## src/rtl/uart_hex_tx_if.sv

```systemverilog
// Handshake bundle between the key/switch front end and the hex UART transmitter.
interface uart_hex_tx_if;
   logic       send;
   logic [3:0] nibble;
   logic       ready;
   logic       overflow;
   logic       busy;
   logic       tx;

   modport master (output send, nibble, input ready, overflow, busy, tx);
   modport slave  (input send, nibble, output ready, overflow, busy, tx);
endinterface

```

## src/rtl/uart_hex_tx.sv

```systemverilog
// UART 8N1 transmitter for hex nibbles: each accepted nibble is encoded to an
// uppercase ASCII character, queued in a small FIFO and shifted out LSB first.
module uart_hex_tx #(
   parameter int CLK_FREQ   = 100000000,
   parameter int BAUD       = 9600,
   parameter int DIVISOR    = CLK_FREQ / BAUD,
   parameter int FIFO_DEPTH = 4
) (
   input logic         clk,
   input logic         rst,
   uart_hex_tx_if.slave bus
);

   localparam int PW = (FIFO_DEPTH > 1) ? $clog2(FIFO_DEPTH) : 1;
   localparam int CW = $clog2(FIFO_DEPTH + 1);
   localparam int BW = (DIVISOR > 1) ? $clog2(DIVISOR) : 1;

   typedef enum logic [1:0] {S_IDLE, S_START, S_DATA, S_STOP} state_t;

   logic [7:0]    r_mem [FIFO_DEPTH];
   logic [PW-1:0] r_wr_ptr;
   logic [PW-1:0] r_rd_ptr;
   logic [CW-1:0] r_count;
   logic          r_overflow;
   state_t        r_state;
   logic [7:0]    r_sh;
   logic [2:0]    r_bit_idx;
   logic [BW-1:0] r_baud;
   logic          r_tx;

   logic          w_full;
   logic          w_push;
   logic          w_pop;
   logic          w_bit_end;
   logic [7:0]    w_ascii;

   // Fullness is judged on the registered count, so a pop in the same cycle
   // never rescues a send that arrives while the FIFO is full.
   assign w_full    = (r_count == CW'(FIFO_DEPTH));
   assign w_push    = bus.send && !w_full;
   assign w_pop     = (r_state == S_IDLE) && (r_count != '0);
   assign w_bit_end = (r_baud == BW'(DIVISOR - 1));

   // 'A'-10 == 8'h37, so letters are 8'h37 + nibble.
   assign w_ascii = (bus.nibble < 4'd10) ? (8'h30 + {4'h0, bus.nibble})
                                         : (8'h37 + {4'h0, bus.nibble});

   assign bus.ready    = !w_full;
   assign bus.overflow = r_overflow;
   assign bus.busy     = (r_state != S_IDLE) || (r_count != '0);
   assign bus.tx       = r_tx;

   // FIFO storage: written on every accepted send.
   // NOTE: the storage array has no reset; the pointers and count fully define
   // which entries are valid, so clearing the data would only cost logic.
   always_ff @(posedge clk) begin
      if (w_push) r_mem[r_wr_ptr] <= w_ascii;
   end

   // FIFO pointers, occupancy and the one-cycle overflow pulse.
   // NOTE: state registers use non-blocking assignments so every always_ff
   // sees the pre-edge values of the others regardless of evaluation order.
   always_ff @(posedge clk or posedge rst) begin
      if (rst) begin
         r_wr_ptr   <= '0;
         r_rd_ptr   <= '0;
         r_count    <= '0;
         r_overflow <= 1'b0;
      end else begin
         r_overflow <= bus.send && w_full;
         if (w_push) r_wr_ptr <= r_wr_ptr + PW'(1);
         if (w_pop)  r_rd_ptr <= r_rd_ptr + PW'(1);
         r_count <= r_count + CW'(w_push) - CW'(w_pop);
      end
   end

   // Frame FSM: start bit, eight data bits LSB first, stop bit; tx registered.
   always_ff @(posedge clk or posedge rst) begin
      if (rst) begin
         r_state   <= S_IDLE;
         r_sh      <= '0;
         r_bit_idx <= '0;
         r_baud    <= '0;
         r_tx      <= 1'b1;
      end else begin
         case (r_state)
            S_IDLE: begin
               r_tx <= 1'b1;
               if (w_pop) begin
                  r_sh    <= r_mem[r_rd_ptr];
                  r_baud  <= '0;
                  r_tx    <= 1'b0;
                  r_state <= S_START;
               end
            end
            S_START: begin
               if (w_bit_end) begin
                  r_baud    <= '0;
                  r_bit_idx <= '0;
                  r_tx      <= r_sh[0];
                  r_state   <= S_DATA;
               end else begin
                  r_baud <= r_baud + BW'(1);
               end
            end
            S_DATA: begin
               if (w_bit_end) begin
                  r_baud <= '0;
                  if (r_bit_idx == 3'd7) begin
                     r_tx    <= 1'b1;
                     r_state <= S_STOP;
                  end else begin
                     r_bit_idx <= r_bit_idx + 3'd1;
                     r_sh      <= {1'b0, r_sh[7:1]};
                     r_tx      <= r_sh[1];
                  end
               end else begin
                  r_baud <= r_baud + BW'(1);
               end
            end
            S_STOP: begin
               if (w_bit_end) begin
                  r_baud  <= '0;
                  r_state <= S_IDLE;
               end else begin
                  r_baud <= r_baud + BW'(1);
               end
            end
            default: begin
               r_state <= S_IDLE;
               r_tx    <= 1'b1;
            end
         endcase
      end
   end

endmodule
```

## src/flat_wrapper.sv

```systemverilog
// flat-port wrapper written by rule: the top's interface ports become plain ports
module uart_hex_tx_flat 
#(
   parameter int CLK_FREQ   = 100000000,
   parameter int BAUD       = 9600,
   parameter int DIVISOR    = CLK_FREQ / BAUD,
   parameter int FIFO_DEPTH = 4
)
  (clk, rst, bus_send, bus_nibble, bus_ready, bus_overflow, bus_busy, bus_tx);
  uart_hex_tx_if bus_i ();
  input logic clk;
  input logic rst;
  input wire logic [$bits(bus_i.send)-1:0] bus_send;
  input wire logic [$bits(bus_i.nibble)-1:0] bus_nibble;
  output wire logic [$bits(bus_i.ready)-1:0] bus_ready;
  output wire logic [$bits(bus_i.overflow)-1:0] bus_overflow;
  output wire logic [$bits(bus_i.busy)-1:0] bus_busy;
  output wire logic [$bits(bus_i.tx)-1:0] bus_tx;
  assign bus_i.send = bus_send;
  assign bus_i.nibble = bus_nibble;
  assign bus_ready = bus_i.ready;
  assign bus_overflow = bus_i.overflow;
  assign bus_busy = bus_i.busy;
  assign bus_tx = bus_i.tx;
  uart_hex_tx #(.CLK_FREQ(CLK_FREQ), .BAUD(BAUD), .DIVISOR(DIVISOR), .FIFO_DEPTH(FIFO_DEPTH)) u_core (.clk(clk), .rst(rst), .bus(bus_i));
endmodule
```

## config.mk

```make
export PLATFORM = sky130hd
export DESIGN_NAME = uart_hex_tx_flat
export DESIGN_NICKNAME = d
export VERILOG_FILES = /design/src/rtl/uart_hex_tx_if.sv /design/src/rtl/uart_hex_tx.sv /design/src/flat_wrapper.sv
export SDC_FILE = /design/constraint.sdc
export NUM_CORES = 1
export LEC_CHECK = 0
export CORE_MARGIN = 8
export CORE_UTILIZATION = 55
export CTS_CLUSTER_SIZE = 14
export DETAILED_ROUTE_END_ITERATION = 8
export DONT_BUFFER_PORTS = 1
export PLACE_DENSITY_LB_ADDON = 0.12
export SLEW_MARGIN = 15
export SYNTH_ARGS = -nofsm -noshare
export SYNTH_HDL_FRONTEND = slang
export SYNTH_SLANG_ARGS = --single-unit
```

## constraint.sdc

```tcl
create_clock -name clk -period 2.5 [get_ports clk]
set_input_delay 0.75 -clock clk [delete_from_list [all_inputs] [get_ports clk]]
set_output_delay 0.75 -clock clk [all_outputs]
set_load 0.02 [all_outputs]
```

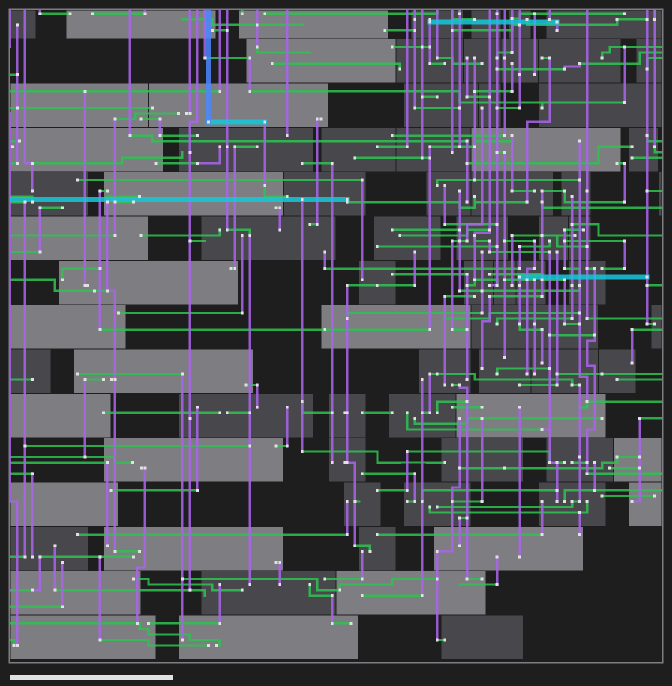
Figure 1: zoomed window.
Bar = 10 um. Region (26, 8) to (66, 48) um. Cells in grey, sequential cells in the stronger grey; small squares are vias.
[M1] green
[M4] blue
[M2] purple
[M3] cyan
netlist names of flops here include: `u_core.r_mem` (15), `u_core.r_sh` (5), `u_core.r_state` (2)
sequential cells in the window: 23
cells with their middle in the window: 71
most frequent: edfxtp_1 (15), dfrtp_1 (8), mux4_2 (6)

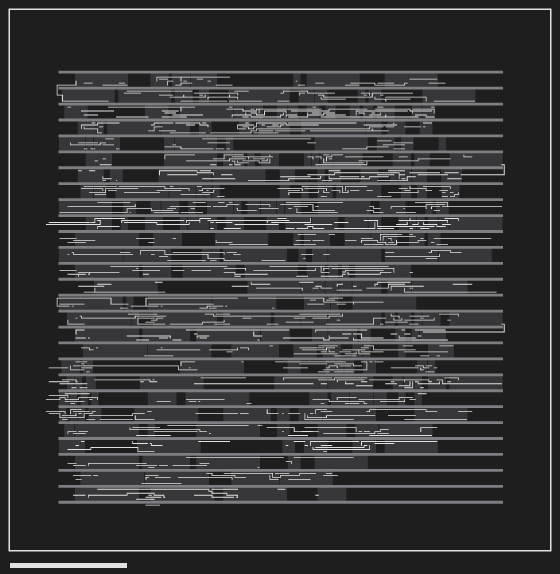
Figure 2: signal wires on met1.
Bar = 20 um. Supply wires on this layer in grey. Cells faint in the background.
share of all routed wire: 48%
wire length on this layer: 2720 um

==> CHANGELOG.md <==
### Implementation results

- Grt total ovfl: 0
- Fill cell count: 468
- Signed area change from the synthesized netlist to the final layout: 9.788%
- Reg2Reg Capture Point: u_core.r_count[2]
- Startpoint kind of the worst setup timing path: flip-flop
- Count of warnings emitted by yosys: 0
- Number of clock sinks: 63
- Placed cells: 326
- Least setup slack across all paths after layout: 0.09493 ns
- Share of total power in the clock network: 25.8%
- Most common flop cell mapped by yosys: sky130_fd_sc_hd__dfrtp_1
- Num CTS Buffers: 9
- Final Core Density: 62.94%
- Part of the cycle the worst path needs: 96.20%
- Number of cells on the critical path: 6
- M2 GR Usage: 21.16%
- Simple-Gate Area Share: 14.45%
- Maximum vdd drop: 0.5990 mV
- XOR/XNOR Fraction of Synth Area: 1.919%
- Flip-flop and latch area: 1718 um^2
- Time the worst path needs with I/O delays and setup: 2.405 ns
- Outcome: finished, final reports clean
- Horizontal die size: 92.23 um
- CP Capture Point: bus_busy
- M1 WL: 2.724 mm
- Met1 track demand over resource in global routing: 18.79%
- Share of synthesized registers carrying an async set or reset: 55.56%
- Combinational cell fraction of total power: 33.3%
- Critical path buffer and inverter count: 4
- Post-Synthesis Cells: 258
- Max stage delay cell, worst path: sky130_fd_sc_hd__dfrtp_1
- Multi-input combinational cell count: 166
- Initial antenna violation count: 0
- Leakage power of the design: 0.001452 uW
- Switching Share: 32.37%
- Startpoint-to-endpoint class of the critical path: reg -> out
- First-pass GRT wire length: 9.439 mm
- Inverters excl. clock: 18
- Worst min path class: in -> async
- Count of endpoints failing setup in the final report: 0
- First-pass iteration count of the detailed router: 4
- Aoi/oai-family share of the synthesized area: 11.82%
- Vias in the first global route: 1948
- Slew HR: 64.83%
- Fraction of final layout cells with drive strength greater than 1: 16.61%
- Die area: 8505 um^2
## registers in the layout, indices dropped and copies added, names as in the netlist
name                 cells
u_core.bus.overflow      1
u_core.r_wr_ptr          2
u_core.r_state           2
u_core.r_baud           14
u_core.bus.tx            1
u_core.r_mem            28
u_core.r_sh              7
u_core.r_rd_ptr          2
u_core.r_bit_idx         3
u_core.r_count           3
## synth_stat cells (2+ instances only)
master                      number
sky130_fd_sc_hd__a21oi_1         7
sky130_fd_sc_hd__a22o_1          5
sky130_fd_sc_hd__a2bb2oi_1       3
sky130_fd_sc_hd__a31oi_1         9
sky130_fd_sc_hd__a41oi_1         3
sky130_fd_sc_hd__and2_1          2
sky130_fd_sc_hd__and3_1          9
sky130_fd_sc_hd__and4_1          4
sky130_fd_sc_hd__buf_2           4
sky130_fd_sc_hd__buf_4           2
sky130_fd_sc_hd__buf_6           3
sky130_fd_sc_hd__clkbuf_1        2
sky130_fd_sc_hd__dfrtp_1        34
sky130_fd_sc_hd__edfxtp_1       28
sky130_fd_sc_hd__ha_1           16
sky130_fd_sc_hd__inv_1          17
sky130_fd_sc_hd__mux2_2          3
sky130_fd_sc_hd__mux4_2          7
sky130_fd_sc_hd__nand2_1        27
sky130_fd_sc_hd__nand2b_1        8
sky130_fd_sc_hd__nand3_1         9
sky130_fd_sc_hd__nor2_1          5
sky130_fd_sc_hd__nor3_1          2
sky130_fd_sc_hd__o21ai_0        12
sky130_fd_sc_hd__o221a_1         4
sky130_fd_sc_hd__or2_2           2
sky130_fd_sc_hd__or3_1           2
sky130_fd_sc_hd__xnor2_1         7
## timing repair
item                                    4_1_cts  5_1_grt
hold endpoints to repair                      0        0
setup buffers                                 0        1
gates resized                                 0        1
endpoints found under the setup margin        0        1
No activity file was given, so power comes from the tool's default toggle rates.
